===== src/rtl/pipe_ctrl_pkg.sv =====
// Shared opcode and ALUOp encodings plus the per-stage control bundle types
// used by the pipelined main-control unit.
package pipe_ctrl_pkg;

  localparam int CTRL_ALUOP_W = 2;

  localparam logic [5:0] OP_RTYPE = 6'b000000;
  localparam logic [5:0] OP_LW    = 6'b100011;
  localparam logic [5:0] OP_SW    = 6'b101011;
  localparam logic [5:0] OP_BNE   = 6'b000101;
  localparam logic [5:0] OP_XORI  = 6'b001110;
  localparam logic [5:0] OP_J     = 6'b000010;

  localparam logic [CTRL_ALUOP_W-1:0] ALUOP_ADD   = 2'b00;
  localparam logic [CTRL_ALUOP_W-1:0] ALUOP_SUB   = 2'b01;
  localparam logic [CTRL_ALUOP_W-1:0] ALUOP_RTYPE = 2'b10;
  localparam logic [CTRL_ALUOP_W-1:0] ALUOP_XOR   = 2'b11;

  // Nested so each later pipeline register keeps only the fields it still needs.
  typedef struct packed {
    logic reg_write;
    logic mem_to_reg;
  } wb_ctrl_t;

  typedef struct packed {
    logic     mem_read;
    logic     mem_write;
    logic     branch;
    wb_ctrl_t wb;
  } mem_ctrl_t;

  typedef struct packed {
    logic                    reg_dst;
    logic                    alu_src;
    logic                    sign_zero;
    logic [CTRL_ALUOP_W-1:0] alu_op;
    mem_ctrl_t               mem;
  } ctrl_bundle_t;

  localparam ctrl_bundle_t CTRL_BUBBLE = '0;

endpackage


===== src/rtl/pipe_ctrl_if.sv =====
// Bundle of the datapath-facing signals of pipe_ctrl_unit; the slave modport is the
// control unit. Optional ILLEGAL_OP_TRAP_EN adds the sticky illegal_op_o flag.
interface pipe_ctrl_if #(
  parameter int OPCODE_W    = 6,
  parameter int REG_ADDR_W  = 5,
  parameter int ALUOP_W     = 2,
  parameter int STALL_CNT_W = 16
) ();

  logic [OPCODE_W-1:0]    id_opcode_i;
  logic [REG_ADDR_W-1:0]  id_rs_i;
  logic [REG_ADDR_W-1:0]  id_rt_i;
  logic [REG_ADDR_W-1:0]  idex_rt_i;
  logic                   branch_taken_i;

  logic                   pc_write_o;
  logic                   ifid_write_o;
  logic                   ifid_flush_o;
  logic                   jump_o;
  logic                   ex_reg_dst_o;
  logic                   ex_alu_src_o;
  logic                   ex_sign_zero_o;
  logic [ALUOP_W-1:0]     ex_alu_op_o;
  logic                   ex_mem_read_o;
  logic                   mem_mem_read_o;
  logic                   mem_mem_write_o;
  logic                   mem_branch_o;
  logic                   wb_reg_write_o;
  logic                   wb_mem_to_reg_o;
  logic [STALL_CNT_W-1:0] stall_cnt_o;
`ifdef ILLEGAL_OP_TRAP_EN
  logic                   illegal_op_o;
`endif

  modport master (
    output id_opcode_i, id_rs_i, id_rt_i, idex_rt_i, branch_taken_i,
    input  pc_write_o, ifid_write_o, ifid_flush_o, jump_o,
`ifdef ILLEGAL_OP_TRAP_EN
           illegal_op_o,
`endif
           ex_reg_dst_o, ex_alu_src_o, ex_sign_zero_o, ex_alu_op_o, ex_mem_read_o,
           mem_mem_read_o, mem_mem_write_o, mem_branch_o,
           wb_reg_write_o, wb_mem_to_reg_o, stall_cnt_o
  );

  modport slave (
    input  id_opcode_i, id_rs_i, id_rt_i, idex_rt_i, branch_taken_i,
    output pc_write_o, ifid_write_o, ifid_flush_o, jump_o,
`ifdef ILLEGAL_OP_TRAP_EN
           illegal_op_o,
`endif
           ex_reg_dst_o, ex_alu_src_o, ex_sign_zero_o, ex_alu_op_o, ex_mem_read_o,
           mem_mem_read_o, mem_mem_write_o, mem_branch_o,
           wb_reg_write_o, wb_mem_to_reg_o, stall_cnt_o
  );

endinterface


===== src/rtl/pipe_ctrl_decode.sv =====
// Pure combinational opcode-to-control-bundle table for the ID stage.
// With ILLEGAL_OP_TRAP_EN it also reports whether the opcode is a listed one.
module pipe_ctrl_decode
  import pipe_ctrl_pkg::*;
#(
  parameter int OPCODE_W = 6
) (
  input  logic [OPCODE_W-1:0] opcode_i,
  output ctrl_bundle_t        ctrl_o,
`ifdef ILLEGAL_OP_TRAP_EN
  output logic                legal_o,
`endif
  output logic                jump_o
);

  // Unlisted opcodes fall through to the default bundle: everything off, ALUOp=R-type.
  always_comb begin
    ctrl_o = CTRL_BUBBLE;
    jump_o = 1'b0;
`ifdef ILLEGAL_OP_TRAP_EN
    legal_o = 1'b1;
`endif
    case (opcode_i)
      OPCODE_W'(OP_RTYPE): begin
        ctrl_o.reg_dst          = 1'b1;
        ctrl_o.mem.wb.reg_write = 1'b1;
        ctrl_o.alu_op           = ALUOP_RTYPE;
      end
      OPCODE_W'(OP_LW): begin
        ctrl_o.alu_src           = 1'b1;
        ctrl_o.mem.mem_read      = 1'b1;
        ctrl_o.mem.wb.reg_write  = 1'b1;
        ctrl_o.mem.wb.mem_to_reg = 1'b1;
        ctrl_o.alu_op            = ALUOP_ADD;
      end
      OPCODE_W'(OP_SW): begin
        ctrl_o.alu_src       = 1'b1;
        ctrl_o.mem.mem_write = 1'b1;
        ctrl_o.alu_op        = ALUOP_ADD;
      end
      OPCODE_W'(OP_BNE): begin
        ctrl_o.mem.branch = 1'b1;
        ctrl_o.alu_op     = ALUOP_SUB;
      end
      OPCODE_W'(OP_XORI): begin
        ctrl_o.alu_src          = 1'b1;
        ctrl_o.sign_zero        = 1'b1;
        ctrl_o.mem.wb.reg_write = 1'b1;
        ctrl_o.alu_op           = ALUOP_XOR;
      end
      OPCODE_W'(OP_J): begin
        jump_o = 1'b1;
      end
      default: begin
        ctrl_o.alu_op = ALUOP_RTYPE;
`ifdef ILLEGAL_OP_TRAP_EN
        legal_o = 1'b0;
`endif
      end
    endcase
  end

endmodule


===== src/rtl/pipe_ctrl_unit.sv =====
// Pipelined main control: ID decode, ID/EX-EX/MEM-MEM/WB control registers,
// load-use stall, jump/branch flush and a saturating lost-cycle counter.
// Optional ILLEGAL_OP_TRAP_EN adds a sticky illegal-opcode flag.
module pipe_ctrl_unit
  import pipe_ctrl_pkg::*;
#(
  parameter int OPCODE_W    = 6,
  parameter int REG_ADDR_W  = 5,
  parameter int ALUOP_W     = 2,
  parameter int STALL_CNT_W = 16
) (
  input logic         clk,
  input logic         reset,
  pipe_ctrl_if.slave  bus
);

  ctrl_bundle_t           decCtrl;
  logic                   decJump;
  logic                   loadUse;
  logic                   stallId;
  logic                   jumpSel;
  ctrl_bundle_t           idexCtrl_d, idexCtrl_q;
  mem_ctrl_t              exmemCtrl_d, exmemCtrl_q;
  wb_ctrl_t               memwbCtrl_q;
  logic [STALL_CNT_W-1:0] stallCnt_q;
`ifdef ILLEGAL_OP_TRAP_EN
  logic                   decLegal;
  logic                   illegalOp_q;
`endif

  pipe_ctrl_decode #(.OPCODE_W(OPCODE_W)) uDecode (
    .opcode_i (bus.id_opcode_i),
    .ctrl_o   (decCtrl),
`ifdef ILLEGAL_OP_TRAP_EN
    .legal_o  (decLegal),
`endif
    .jump_o   (decJump)
  );

  // A taken branch in MEM overrides the stall: the dependent instruction is flushed anyway.
  assign loadUse = idexCtrl_q.mem.mem_read
                && (bus.idex_rt_i != REG_ADDR_W'(0))
                && ((bus.idex_rt_i == bus.id_rs_i) || (bus.idex_rt_i == bus.id_rt_i));
  assign stallId = loadUse && !bus.branch_taken_i;
  assign jumpSel = decJump && !loadUse && !bus.branch_taken_i;

  assign bus.pc_write_o   = !stallId;
  assign bus.ifid_write_o = !stallId;
  assign bus.ifid_flush_o = jumpSel || bus.branch_taken_i;
  assign bus.jump_o       = jumpSel;

  always_comb begin
    idexCtrl_d = decCtrl;
`ifdef ILLEGAL_OP_TRAP_EN
    if (!decLegal) idexCtrl_d = CTRL_BUBBLE;
`endif
    if (bus.branch_taken_i || loadUse) idexCtrl_d = CTRL_BUBBLE;
    exmemCtrl_d = bus.branch_taken_i ? mem_ctrl_t'('0) : idexCtrl_q.mem;
  end

  always_ff @(posedge clk or posedge reset) begin
    if (reset) begin
      idexCtrl_q  <= CTRL_BUBBLE;
      exmemCtrl_q <= '0;
      memwbCtrl_q <= '0;
    end else begin
      idexCtrl_q  <= idexCtrl_d;
      exmemCtrl_q <= exmemCtrl_d;
      memwbCtrl_q <= exmemCtrl_q.wb;
    end
  end

  // Counts every cycle lost to a stall or flush; holds at all-ones instead of wrapping.
  always_ff @(posedge clk or posedge reset) begin
    if (reset) begin
      stallCnt_q <= '0;
    end else if ((loadUse || jumpSel || bus.branch_taken_i) && (stallCnt_q != '1)) begin
      stallCnt_q <= stallCnt_q + STALL_CNT_W'(1);
    end
  end

`ifdef ILLEGAL_OP_TRAP_EN
  always_ff @(posedge clk or posedge reset) begin
    if (reset) begin
      illegalOp_q <= 1'b0;
    end else if (!decLegal && !loadUse && !bus.branch_taken_i) begin
      illegalOp_q <= 1'b1;
    end
  end

  assign bus.illegal_op_o = illegalOp_q;
`endif

  assign bus.ex_reg_dst_o    = idexCtrl_q.reg_dst;
  assign bus.ex_alu_src_o    = idexCtrl_q.alu_src;
  assign bus.ex_sign_zero_o  = idexCtrl_q.sign_zero;
  assign bus.ex_alu_op_o     = ALUOP_W'(idexCtrl_q.alu_op);
  assign bus.ex_mem_read_o   = idexCtrl_q.mem.mem_read;
  assign bus.mem_mem_read_o  = exmemCtrl_q.mem_read;
  assign bus.mem_mem_write_o = exmemCtrl_q.mem_write;
  assign bus.mem_branch_o    = exmemCtrl_q.branch;
  assign bus.wb_reg_write_o  = memwbCtrl_q.reg_write;
  assign bus.wb_mem_to_reg_o = memwbCtrl_q.mem_to_reg;
  assign bus.stall_cnt_o     = stallCnt_q;

endmodule


===== src/flat_wrapper.sv =====
// flat-port wrapper written by rule: the top's interface ports become plain ports
module pipe_ctrl_unit_flat import pipe_ctrl_pkg::*;
#(
  parameter int OPCODE_W    = 6,
  parameter int REG_ADDR_W  = 5,
  parameter int ALUOP_W     = 2,
  parameter int STALL_CNT_W = 16
)
  (clk, reset, bus_id_opcode_i, bus_id_rs_i, bus_id_rt_i, bus_idex_rt_i, bus_branch_taken_i, bus_pc_write_o, bus_ifid_write_o, bus_ifid_flush_o, bus_jump_o, bus_ex_reg_dst_o, bus_ex_alu_src_o, bus_ex_sign_zero_o, bus_ex_alu_op_o, bus_ex_mem_read_o, bus_mem_mem_read_o, bus_mem_mem_write_o, bus_mem_branch_o, bus_wb_reg_write_o, bus_wb_mem_to_reg_o, bus_stall_cnt_o);
  pipe_ctrl_if #(.OPCODE_W(OPCODE_W), .REG_ADDR_W(REG_ADDR_W), .ALUOP_W(ALUOP_W), .STALL_CNT_W(STALL_CNT_W)) bus_i ();
  input logic clk;
  input logic reset;
  input wire logic [$bits(bus_i.id_opcode_i)-1:0] bus_id_opcode_i;
  input wire logic [$bits(bus_i.id_rs_i)-1:0] bus_id_rs_i;
  input wire logic [$bits(bus_i.id_rt_i)-1:0] bus_id_rt_i;
  input wire logic [$bits(bus_i.idex_rt_i)-1:0] bus_idex_rt_i;
  input wire logic [$bits(bus_i.branch_taken_i)-1:0] bus_branch_taken_i;
  output wire logic [$bits(bus_i.pc_write_o)-1:0] bus_pc_write_o;
  output wire logic [$bits(bus_i.ifid_write_o)-1:0] bus_ifid_write_o;
  output wire logic [$bits(bus_i.ifid_flush_o)-1:0] bus_ifid_flush_o;
  output wire logic [$bits(bus_i.jump_o)-1:0] bus_jump_o;
  output wire logic [$bits(bus_i.ex_reg_dst_o)-1:0] bus_ex_reg_dst_o;
  output wire logic [$bits(bus_i.ex_alu_src_o)-1:0] bus_ex_alu_src_o;
  output wire logic [$bits(bus_i.ex_sign_zero_o)-1:0] bus_ex_sign_zero_o;
  output wire logic [$bits(bus_i.ex_alu_op_o)-1:0] bus_ex_alu_op_o;
  output wire logic [$bits(bus_i.ex_mem_read_o)-1:0] bus_ex_mem_read_o;
  output wire logic [$bits(bus_i.mem_mem_read_o)-1:0] bus_mem_mem_read_o;
  output wire logic [$bits(bus_i.mem_mem_write_o)-1:0] bus_mem_mem_write_o;
  output wire logic [$bits(bus_i.mem_branch_o)-1:0] bus_mem_branch_o;
  output wire logic [$bits(bus_i.wb_reg_write_o)-1:0] bus_wb_reg_write_o;
  output wire logic [$bits(bus_i.wb_mem_to_reg_o)-1:0] bus_wb_mem_to_reg_o;
  output wire logic [$bits(bus_i.stall_cnt_o)-1:0] bus_stall_cnt_o;
  assign bus_i.id_opcode_i = bus_id_opcode_i;
  assign bus_i.id_rs_i = bus_id_rs_i;
  assign bus_i.id_rt_i = bus_id_rt_i;
  assign bus_i.idex_rt_i = bus_idex_rt_i;
  assign bus_i.branch_taken_i = bus_branch_taken_i;
  assign bus_pc_write_o = bus_i.pc_write_o;
  assign bus_ifid_write_o = bus_i.ifid_write_o;
  assign bus_ifid_flush_o = bus_i.ifid_flush_o;
  assign bus_jump_o = bus_i.jump_o;
  assign bus_ex_reg_dst_o = bus_i.ex_reg_dst_o;
  assign bus_ex_alu_src_o = bus_i.ex_alu_src_o;
  assign bus_ex_sign_zero_o = bus_i.ex_sign_zero_o;
  assign bus_ex_alu_op_o = bus_i.ex_alu_op_o;
  assign bus_ex_mem_read_o = bus_i.ex_mem_read_o;
  assign bus_mem_mem_read_o = bus_i.mem_mem_read_o;
  assign bus_mem_mem_write_o = bus_i.mem_mem_write_o;
  assign bus_mem_branch_o = bus_i.mem_branch_o;
  assign bus_wb_reg_write_o = bus_i.wb_reg_write_o;
  assign bus_wb_mem_to_reg_o = bus_i.wb_mem_to_reg_o;
  assign bus_stall_cnt_o = bus_i.stall_cnt_o;
  pipe_ctrl_unit #(.OPCODE_W(OPCODE_W), .REG_ADDR_W(REG_ADDR_W), .ALUOP_W(ALUOP_W), .STALL_CNT_W(STALL_CNT_W)) u_core (.clk(clk), .reset(reset), .bus(bus_i));
endmodule

===== config.mk =====
export PLATFORM = sky130hd
export DESIGN_NAME = pipe_ctrl_unit_flat
export DESIGN_NICKNAME = d
export VERILOG_FILES = /design/src/rtl/pipe_ctrl_pkg.sv /design/src/rtl/pipe_ctrl_if.sv /design/src/rtl/pipe_ctrl_decode.sv /design/src/rtl/pipe_ctrl_unit.sv /design/src/flat_wrapper.sv
export SDC_FILE = /design/constraint.sdc
export NUM_CORES = 1
export LEC_CHECK = 0
export CAP_MARGIN = 20
export CORE_ASPECT_RATIO = 1.5
export CORE_MARGIN = 2
export CORE_UTILIZATION = 40
export CTS_CLUSTER_SIZE = 8
export DETAILED_ROUTE_END_ITERATION = 10
export PLACE_DENSITY = 0.76
export SLEW_MARGIN = 20
export SYNTH_ARGS = -nofsm -noshare
export SYNTH_HDL_FRONTEND = slang
export SYNTH_SLANG_ARGS = --single-unit
export TNS_END_PERCENT = 100

===== constraint.sdc =====
create_clock -name clk -period 1.6 [get_ports clk]
set_input_delay 0.32 -clock clk [delete_from_list [all_inputs] [get_ports clk]]
set_output_delay 0.32 -clock clk [all_outputs]
set_load 0.05 [all_outputs]

==> run notes <==
Status of the implementation.

- The run finished, with violations left.
- The checks that failed: setup timing.
- The static power due to leakage is 1.442 nW, for reference.
- The cell type with the largest total area is dfrtp_1, for reference.
- On the critical path, the stage with the largest delay is an instance of or4_4.
- Leaving out fill and tap cells, the most frequent cells in the layout are 62 x buf_4, 21 x buf_12, 20 x dfrtp_1.
- The share of total power in sequential cells is 27.9%, for reference.
- The proportion of power drawn by the clock network is 24.3%, for reference.
- For this run, the post-layout net count is 285.
- The instance area after placement is 2696 um^2, for reference.
- The number of warnings reported in the yosys synthesis log is 0, for reference.
- At the later pin of the worst-skew pair, clock insertion delay measures 0.29 ns.
- The yosys stat chip area is 1533 um^2, for reference.
- The width of the chip is 54.54 um, for reference.
- The synthesized netlist devotes 13.14% of its cell area to XOR and XNOR gates.
- The timing startpoint of the critical path is bus_idex_rt_i[0], for reference.
- By instance count after routing, the leading logic cell type is buf_4.
- The transition time recorded at the tightest slew-check pin is 0.4132 ns.
- Switching power as a fraction of the total was reported as 36.26%.
- The highest-power group is combinational cells, for reference.
- The final timing report lists clock skew as 0.004490 ns.
- The endpoint of the worst setup timing path is bus_jump_o, for reference.
- The post-synthesis average cell area is 10.64 um^2, for reference.
- The setup slack of the critical path after layout is -0.3565 ns, for reference.
- The final cycle utilization of the critical path is 122.3%, for reference.
- The clock drives 31 sinks.
- Listed in order, past its start point the critical path passes buf_8, or4_4, o21ai_4, nor2_4, nor3_4, buf_12.
- The share of power burned in combinational logic is 47.7%, for reference.
- The count of buffers from port buffering is 54, for reference.
- On the critical path the data arrives at 1.64 ns.
- The startpoint of the most critical hold path is u_core.exmemCtrl_q[1]$_DFF_PP0_, for reference.
- The routability-driven placement congestion ratio is 0.7773, for reference.
- The first global-routing pass estimated 8300 um of wire.
- The number of hold-slack violations in the final timing report is 0, for reference.
- By instance count, the leading cell after synthesis is dfrtp_1.
- Per the finish-stage timing summary, setup violations number 28.
- The beginning of the worst register-to-register path is u_core.bus.stall_cnt_o[7]$_DFFE_PP0P_, for reference.
- The flip-flop count of the largest register after layout is 16, for reference.
- The endpoint with the worst hold slack is u_core.bus.wb_reg_write_o$_DFF_PP0_, for reference.
- Yosys reported that registers with async set or reset make up 100.0%.
- The pin count of the biggest net entering global routing is 32, for reference.
- The TritonCTS clock tree is built, for reference.
- TritonRoute reported its final design rule violation total as 0.
- The cell-internal power is 0.002167 W, for reference.
- The time the final worst path needs with I/O delays and setup is 1.956 ns, for reference.
- The initial antenna violation count was 0.
- The cell-mix breakdown from Yosys lists the adder-cell area share as 0.8163%.
- The average vias per placed instance is 5.526, for reference.
- The highest ir drop seen on vdd is 0.001226 V, for reference.
- The number of distinct library cell variants in the gate-level netlist after synthesis is 36, for reference.
- The top fanout value on the critical path is 4, for reference.
- The detailed router's first-iteration violation count is 73, for reference.
- From synthesis to final layout, the design area changed by 106.4%.
- For this design, the CTS-stage hold fixing added 0 buffers.
- The number of global-route vias before repair is 1,774, for reference.
- The sum of routed wire segments on met1 is 2103 um, for reference.
- OpenSTA, run right after detailed placement, puts the worst setup slack at -0.8460 ns.
- The data required time reported for the critical path is 1.28 ns.
- Per the timing report, the most critical flop-to-flop path finishes at u_core.bus.stall_cnt_o[9]$_DFFE_PP0P_.
per-stage QoR:
step	TNS, ns	hold WS [ns]
floorplan	-2.721	0.3312
global route	-5.700	0.3632
finish	-4.852	0.3553
detailed placement	-19.55	0.3450
CTS	-5.885	0.3602
global placement	-18.43	0.3376
area by class of cell:
type	instances	area [um^2]
Timing Repair Buffer	116	1202
Clock buffer	6	82.58
Sequential cell	31	789.5
Clock inverter	2	35.03
Tap cell	43	53.80
Fill cell	172	519.2
Multi-Input combinational cell	104	992.2
Inverter	2	7.507
worst max-delay path: cells and delay by family:
family          cells  cell delay (ns)
buf+inv             2             0.26
simple gates        3             0.86
compound gates      1             0.20
repair_timing:
item | CTS | global route
gates cloned | 0 | 0
pin swaps | 24 | 26
setup endpoints to repair | 29 | 29
resized | 75 | 34
setup buffers | 12 | 9
layer_met1.png
Cells faint in the background.
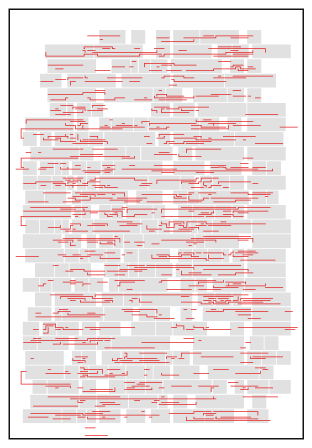
wire length on this layer: 2,100 um
longest straight run: 28.5 um

layer_met2.png
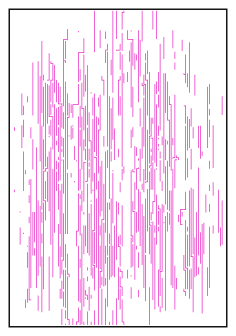
wire length on this layer: 3,290 um
nets with wire on the layer: 270
GRT met2 Usage: 49.04%
vias post-DR: 1,680
final WL: 5973 um

layer_met3.png
Cells faint in the background.
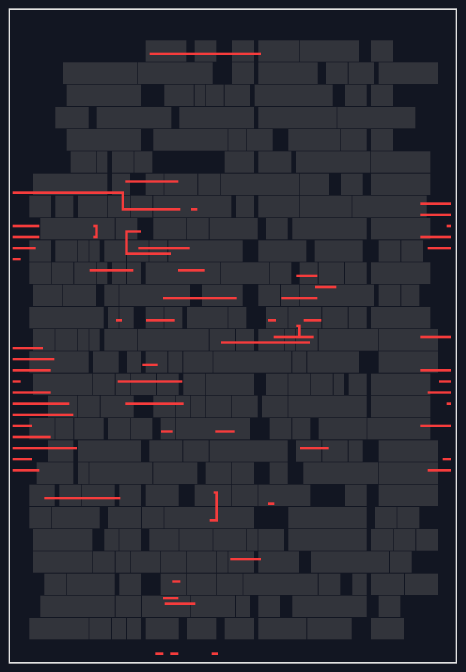
nets with wire on the layer: 50
wire length on this layer: 244 um
longest straight run: 13.3 um
main direction: horizontal

layer_met4.png
The bar under the picture is 20 um long. Cells faint in the background.
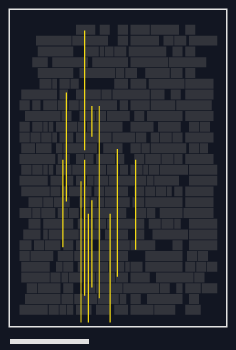
longest straight run: 48.3 um
nets with wire on the layer: 10
main direction: vertical
share of all routed wire: 5.6%
wire length on this layer: 335 um

congestion.png
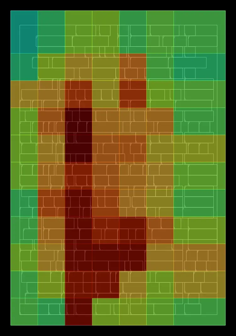
gr usage total: 27.33%
met3 Track Usage GR: 4.120%
global routing met1 resource utilization: 27.59%
detail-routed net length per standard cell: 19.65 um

Power is estimated from default activity; no workload was simulated.
